--- src/rtl/mmu_arb_pkg.sv ---
`default_nettype none
// ============================================================================
// Module  : mmu_arb_pkg
// Purpose : Shared encodings for the MMU CPU-port arbiter: FSM state codes
//           and requester identifiers.
// Ports   : none (package)
// Rev     : 1.0  initial release
// ============================================================================
package mmu_arb_pkg;

  // Arbiter FSM state encoding
  localparam logic [1:0] IDLE = 2'd0;
  localparam logic [1:0] BUSY = 2'd1;
  localparam logic [1:0] DONE = 2'd2;

  // Requester identifiers
  localparam logic REQ_R0 = 1'b0;
  localparam logic REQ_R1 = 1'b1;

endpackage : mmu_arb_pkg
`default_nettype wire

--- src/rtl/mmu_arbiter_arb_rr2.sv ---
`default_nettype none
// ============================================================================
// Module  : arb_rr2
// Purpose : Combinational 2-way picker. A lone requester always wins; on a
//           tie, r0 wins under fixed priority, otherwise whichever requester
//           did not win last time.
// Ports   : req[1:0]        requests, bit 0 = r0, bit 1 = r1
//           last_grant      id of the previous winner
//           fixed_priority  1 = r0 always wins a tie
//           grant_valid     at least one request present
//           grant_id        id of the winner (valid with grant_valid)
// Rev     : 1.0  initial release
// ============================================================================
module arb_rr2
  import mmu_arb_pkg::*;
(
  input  logic [1:0] req,
  input  logic       last_grant,
  input  logic       fixed_priority,
  output logic       grant_valid,
  output logic       grant_id
);

  always_comb begin
    grant_valid = |req;
    grant_id    = REQ_R0;
    if (req == 2'b11) begin
      grant_id = fixed_priority ? REQ_R0 : ~last_grant;
    end else if (req[1]) begin
      grant_id = REQ_R1;
    end
  end

endmodule : arb_rr2
`default_nettype wire

--- src/rtl/mmu_arbiter.sv ---
`default_nettype none
// ============================================================================
// Module  : mmu_arbiter
// Purpose : Shares the MMU CPU-side port between the pipeline Memory stage
//           (r0) and a secondary master (r1). Runs the IDLE -> BUSY -> DONE
//           handshake with the MMU, aborts after TIMEOUT cycles without
//           c_data_ready, and stalls the pipeline while r0 waits.
// Ports   : clock, reset (async, active low)
//           r0_* / r1_*  requester side: req, address, data_in, write_enable,
//                        done, data_out, error (+ r0_stall)
//           c_*          MMU side: address, data_in, write_enable, valid,
//                        data_ready, data_out
// Rev     : 1.0  initial release
// ============================================================================
module mmu_arbiter
  import mmu_arb_pkg::*;
#(
  parameter int unsigned ADDR_W      = 32,
  parameter int unsigned DATA_W      = 32,
  parameter int unsigned TIMEOUT     = 15,
  parameter int unsigned R0_PRIORITY = 0
) (
  input  logic              clock,
  input  logic              reset,
  input  logic              r0_req,
  input  logic [ADDR_W-1:0] r0_address,
  input  logic [DATA_W-1:0] r0_data_in,
  input  logic              r0_write_enable,
  output logic              r0_done,
  output logic [DATA_W-1:0] r0_data_out,
  output logic              r0_stall,
  output logic              r0_error,
  input  logic              r1_req,
  input  logic [ADDR_W-1:0] r1_address,
  input  logic [DATA_W-1:0] r1_data_in,
  input  logic              r1_write_enable,
  output logic              r1_done,
  output logic [DATA_W-1:0] r1_data_out,
  output logic              r1_error,
  output logic [ADDR_W-1:0] c_address,
  output logic [DATA_W-1:0] c_data_in,
  output logic              c_write_enable,
  output logic              c_valid,
  input  logic              c_data_ready,
  input  logic [DATA_W-1:0] c_data_out
);

  // Timer value on the last BUSY cycle before giving up
  localparam logic [7:0] C_TIMER_LAST  = 8'(TIMEOUT - 1);
  localparam logic       C_FIXED_PRIO  = (R0_PRIORITY != 0);

  logic [1:0]        r_state;
  logic              r_owner;
  logic              r_last_grant;
  logic              r_we;
  logic              r_err;
  logic [7:0]        r_timer;
  logic [ADDR_W-1:0] r_addr;
  logic [DATA_W-1:0] r_wdata;
  logic [DATA_W-1:0] r_r0_rdata;
  logic [DATA_W-1:0] r_r1_rdata;

  logic              w_grant_valid;
  logic              w_grant_id;
  logic              w_busy;
  logic              w_done;
  logic              w_finish;
  logic [DATA_W-1:0] w_capture;

  arb_rr2 u_arb (
    .req            ({r1_req, r0_req}),
    .last_grant     (r_last_grant),
    .fixed_priority (C_FIXED_PRIO),
    .grant_valid    (w_grant_valid),
    .grant_id       (w_grant_id)
  );

  assign w_busy   = (r_state == BUSY);
  assign w_done   = (r_state == DONE);
  assign w_finish = c_data_ready || (r_timer == C_TIMER_LAST);

  // Writes and timeouts both return zero data
  assign w_capture = (c_data_ready && !r_we) ? c_data_out : '0;

  always_ff @(posedge clock or negedge reset) begin
    if (!reset) begin
      r_state      <= IDLE;
      r_owner      <= REQ_R0;
      r_last_grant <= REQ_R1;   // r0 wins the first tie after reset
      r_we         <= 1'b0;
      r_err        <= 1'b0;
      r_timer      <= '0;
      r_addr       <= '0;
      r_wdata      <= '0;
      r_r0_rdata   <= '0;
      r_r1_rdata   <= '0;
    end else begin
      case (r_state)
        IDLE: begin
          if (w_grant_valid) begin
            r_owner      <= w_grant_id;
            r_last_grant <= w_grant_id;
            r_addr       <= (w_grant_id == REQ_R1) ? r1_address      : r0_address;
            r_wdata      <= (w_grant_id == REQ_R1) ? r1_data_in      : r0_data_in;
            r_we         <= (w_grant_id == REQ_R1) ? r1_write_enable : r0_write_enable;
            r_timer      <= '0;
            r_err        <= 1'b0;
            r_state      <= BUSY;
          end
        end
        BUSY: begin
          r_timer <= r_timer + 8'd1;
          if (w_finish) begin
            // Ready wins over a coincident timeout
            r_err <= !c_data_ready;
            if (r_owner == REQ_R1) r_r1_rdata <= w_capture;
            else                   r_r0_rdata <= w_capture;
            r_state <= DONE;
          end
        end
        DONE:    r_state <= IDLE;
        default: r_state <= IDLE;
      endcase
    end
  end

  // MMU side: only driven while a transaction is in flight
  assign c_valid        = w_busy;
  assign c_write_enable = w_busy & r_we;
  assign c_address      = w_busy ? r_addr  : '0;
  assign c_data_in      = w_busy ? r_wdata : '0;

  // Requester side
  assign r0_done     = w_done & (r_owner == REQ_R0);
  assign r1_done     = w_done & (r_owner == REQ_R1);
  assign r0_error    = r0_done & r_err;
  assign r1_error    = r1_done & r_err;
  assign r0_data_out = r_r0_rdata;
  assign r1_data_out = r_r1_rdata;
  assign r0_stall    = r0_req & ~r0_done;

endmodule : mmu_arbiter
`default_nettype wire

--- config.mk ---
export PLATFORM = sky130hd
export DESIGN_NAME = mmu_arbiter
export DESIGN_NICKNAME = d
export VERILOG_FILES = /design/src/rtl/mmu_arb_pkg.sv /design/src/rtl/mmu_arbiter_arb_rr2.sv /design/src/rtl/mmu_arbiter.sv
export SDC_FILE = /design/constraint.sdc
export NUM_CORES = 1
export LEC_CHECK = 0
export CORE_ASPECT_RATIO = 1.25
export CORE_UTILIZATION = 44
export DETAILED_ROUTE_END_ITERATION = 16
export GPL_TIMING_DRIVEN = 0
export PLACE_DENSITY_LB_ADDON = 0.08
export SLEW_MARGIN = 20
export SYNTH_ARGS = -nofsm -noshare
export SYNTH_HDL_FRONTEND = slang
export SYNTH_HIERARCHICAL = 1
export SYNTH_SLANG_ARGS = --single-unit
--- constraint.sdc ---
create_clock -name clock -period 2.1 [get_ports clock]
set_input_delay 0.42 -clock clock [delete_from_list [all_inputs] [get_ports clock]]
set_output_delay 0.42 -clock clock [all_outputs]
set_load 0.02 [all_outputs]
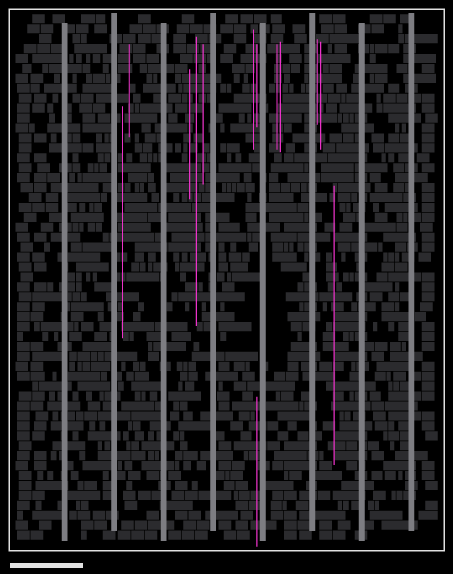
(met4 routing)
Scale bar: 20 um. Supply wires on this layer in grey. Cells faint in the background.
- wire length on this layer: 524 um
- longest straight run: 78.9 um

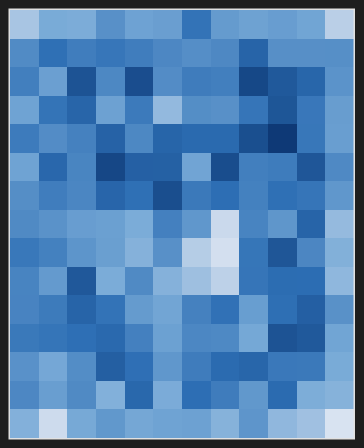
(cell area per tile)
12 x 15 tiles, from white (low) to dark blue (high), 0 to 100% covered.
- fullest tile: 96%
- mean over tiles: 64%
- tiles over 75% full: 21%

==> CHANGELOG.md <==
### Changed

- Outcome: completed
- Buffering overhead: 0.285
- Clock Power Share: 0.213
- RR Endpoint: r_timer[0]
- Max-Cap Viols: 0
- Slowest cell on crit path: dfrtp_2
- Gr ovfl total: 0
- Final non-filler cell total: between 1000 and 1500
- Crit Path Max Fanout: 5
- Power, Total: around 16000 uW
- Fin Setup TNS: 0 ns
- Setup violations, final: 0
- Fin. Hold Viols: 0
- Area leader, netlist: dfrtp_1
- Req. time, crit path: 1.68 ns
- Total core area: about 0.017 mm2
- Post-synthesis sequential area ratio: 0.474
- Comb area: 0.00340 mm2
- Combinational share of power: 0.494
- Yosys xor share: 0.00117
- H-tree depth: 4
- Horiz. Die Dim: between 100 and 150 um
- Multi-input gates: around 470
- DRT Pass-1 Iters: 7
- Main area contributors: dfrtp_1 47%, mux2i_1 18%, o21ai_0 5.9%
- Signal inverters: 67
- Final instance area: ~0.011 mm2
- Area of the chip: 0.0176 mm2
- Post-synth top area share: 0.471
- Dpl ws: -0.567 ns
- P per Cell Area: 1390 mW/mm2
- Hold path cells: 2
- Flops after synth: 142
- Cell count after synthesis: 735
- Post-Place Cells: roughly 1300
- Post-synth area from yosys stat: 0.00750 mm2
- Flop area: 0.00356 mm2
- Sequential cell area share: 0.311
- Part of the power in registers: 0.294
- Logic family by area: multiplexers
- Routed WL: between 20 and 25 mm
- Mux cell area share: 0.179
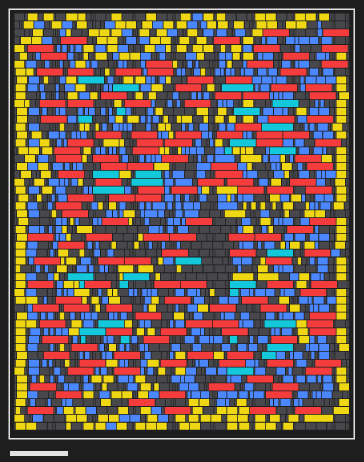
(placement by cell class)
Scale bar: 20 um. Fill, decap, tap and diode cells in grey.
- yellow: remaining buffers and delay cells (cells 359; share of their area 29%)
- cyan: clock drivers and dummy loads (cells 32; share of their area 5.9%)
- blue: combinational and other logic (cells 541; share of their area 33%)
- red: sequential cells (cells 142; share of their area 32%)

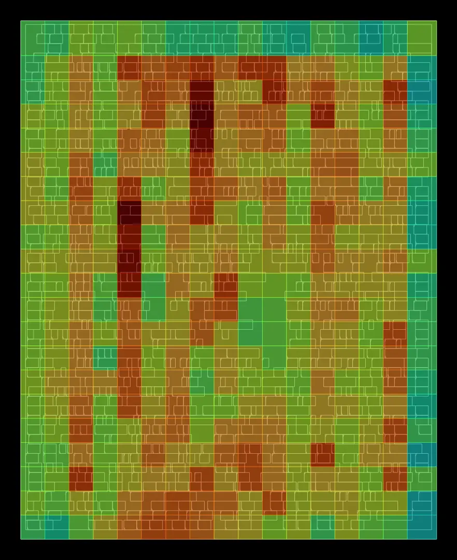
(track usage over the die)
met3 Track Usage GR: 0.0629
busiest grt layer: met2

[synthesized netlist by cell type]
cell / count
o21ai_2: 40
and3_1: 2
ha_1: 2
mux2_2: 1
o21ai_0: 89
a22oi_1: 1
buf_2: 25
clkbuf_1: 20
o21bai_4: 1
conb_1: 1
buf_12: 5
or3_1: 1
a21oi_1: 2
clkinv_1: 1
and2_1: 69
or2_1: 1
xor2_1: 1
buf_1: 2
mux2i_1: 133
nor3b_1: 3
o21ai_1: 5
nand2_1: 76
inv_1: 65
or4b_4: 1
nand4_1: 3
nand3_1: 4
nor2b_1: 1
nand3b_1: 1
clkbuf_2: 1
and3b_1: 34
dfstp_2: 1
or3b_1: 1
nand2b_1: 1
dfrtp_1: 141
[placed cells by master (no fill, tap or decap), types with 3 or more instances in the layout]
cell	instances
clkdlybuf4s50_1	229
dfrtp_1	140
mux2i_1	133
o21ai_0	89
nand2_1	76
and2_1	67
inv_1	65
buf_2	60
o21ai_2	40
and3b_1	34
buf_4	26
clkbuf_16	17
clkbuf_1	11
buf_6	10
buf_8	7
o21ai_1	5
buf_12	5
bufinv_16	5
nand3_1	4
dlygate4sd2_1	4
nand4_1	3
inv_6	3
[flip-flops by register name, indices dropped and copies added (netlist names)]
register	cells
r0_data_out	32
r1_data_out	32
r_addr	32
r_err	1
r_last_grant	1
r_owner	1
r_state	2
r_timer	8
r_wdata	32
r_we	1
[layer usage]
metal  GRT usage  up-vias  routed length, um  share of wire
li1            -     3098                  -              -
met1       0.279     2969               8330           0.40
met2       0.441      204              11000           0.52
met3      0.0629       30               1130          0.054
met4       0.102        0                523          0.025
met5           0        -                  0              0
[repair_timing]
item / in CTS / in global routing
endpoints found under the setup margin: 80 / 68
buffers inserted: 4 / 0
hold buffers: 1 / 0
gates resized: 327 / 37
endpoints found under the hold margin: 57 / 0
cloned: 0 / 2
No activity file was given, so power comes from the tool's default toggle rates.
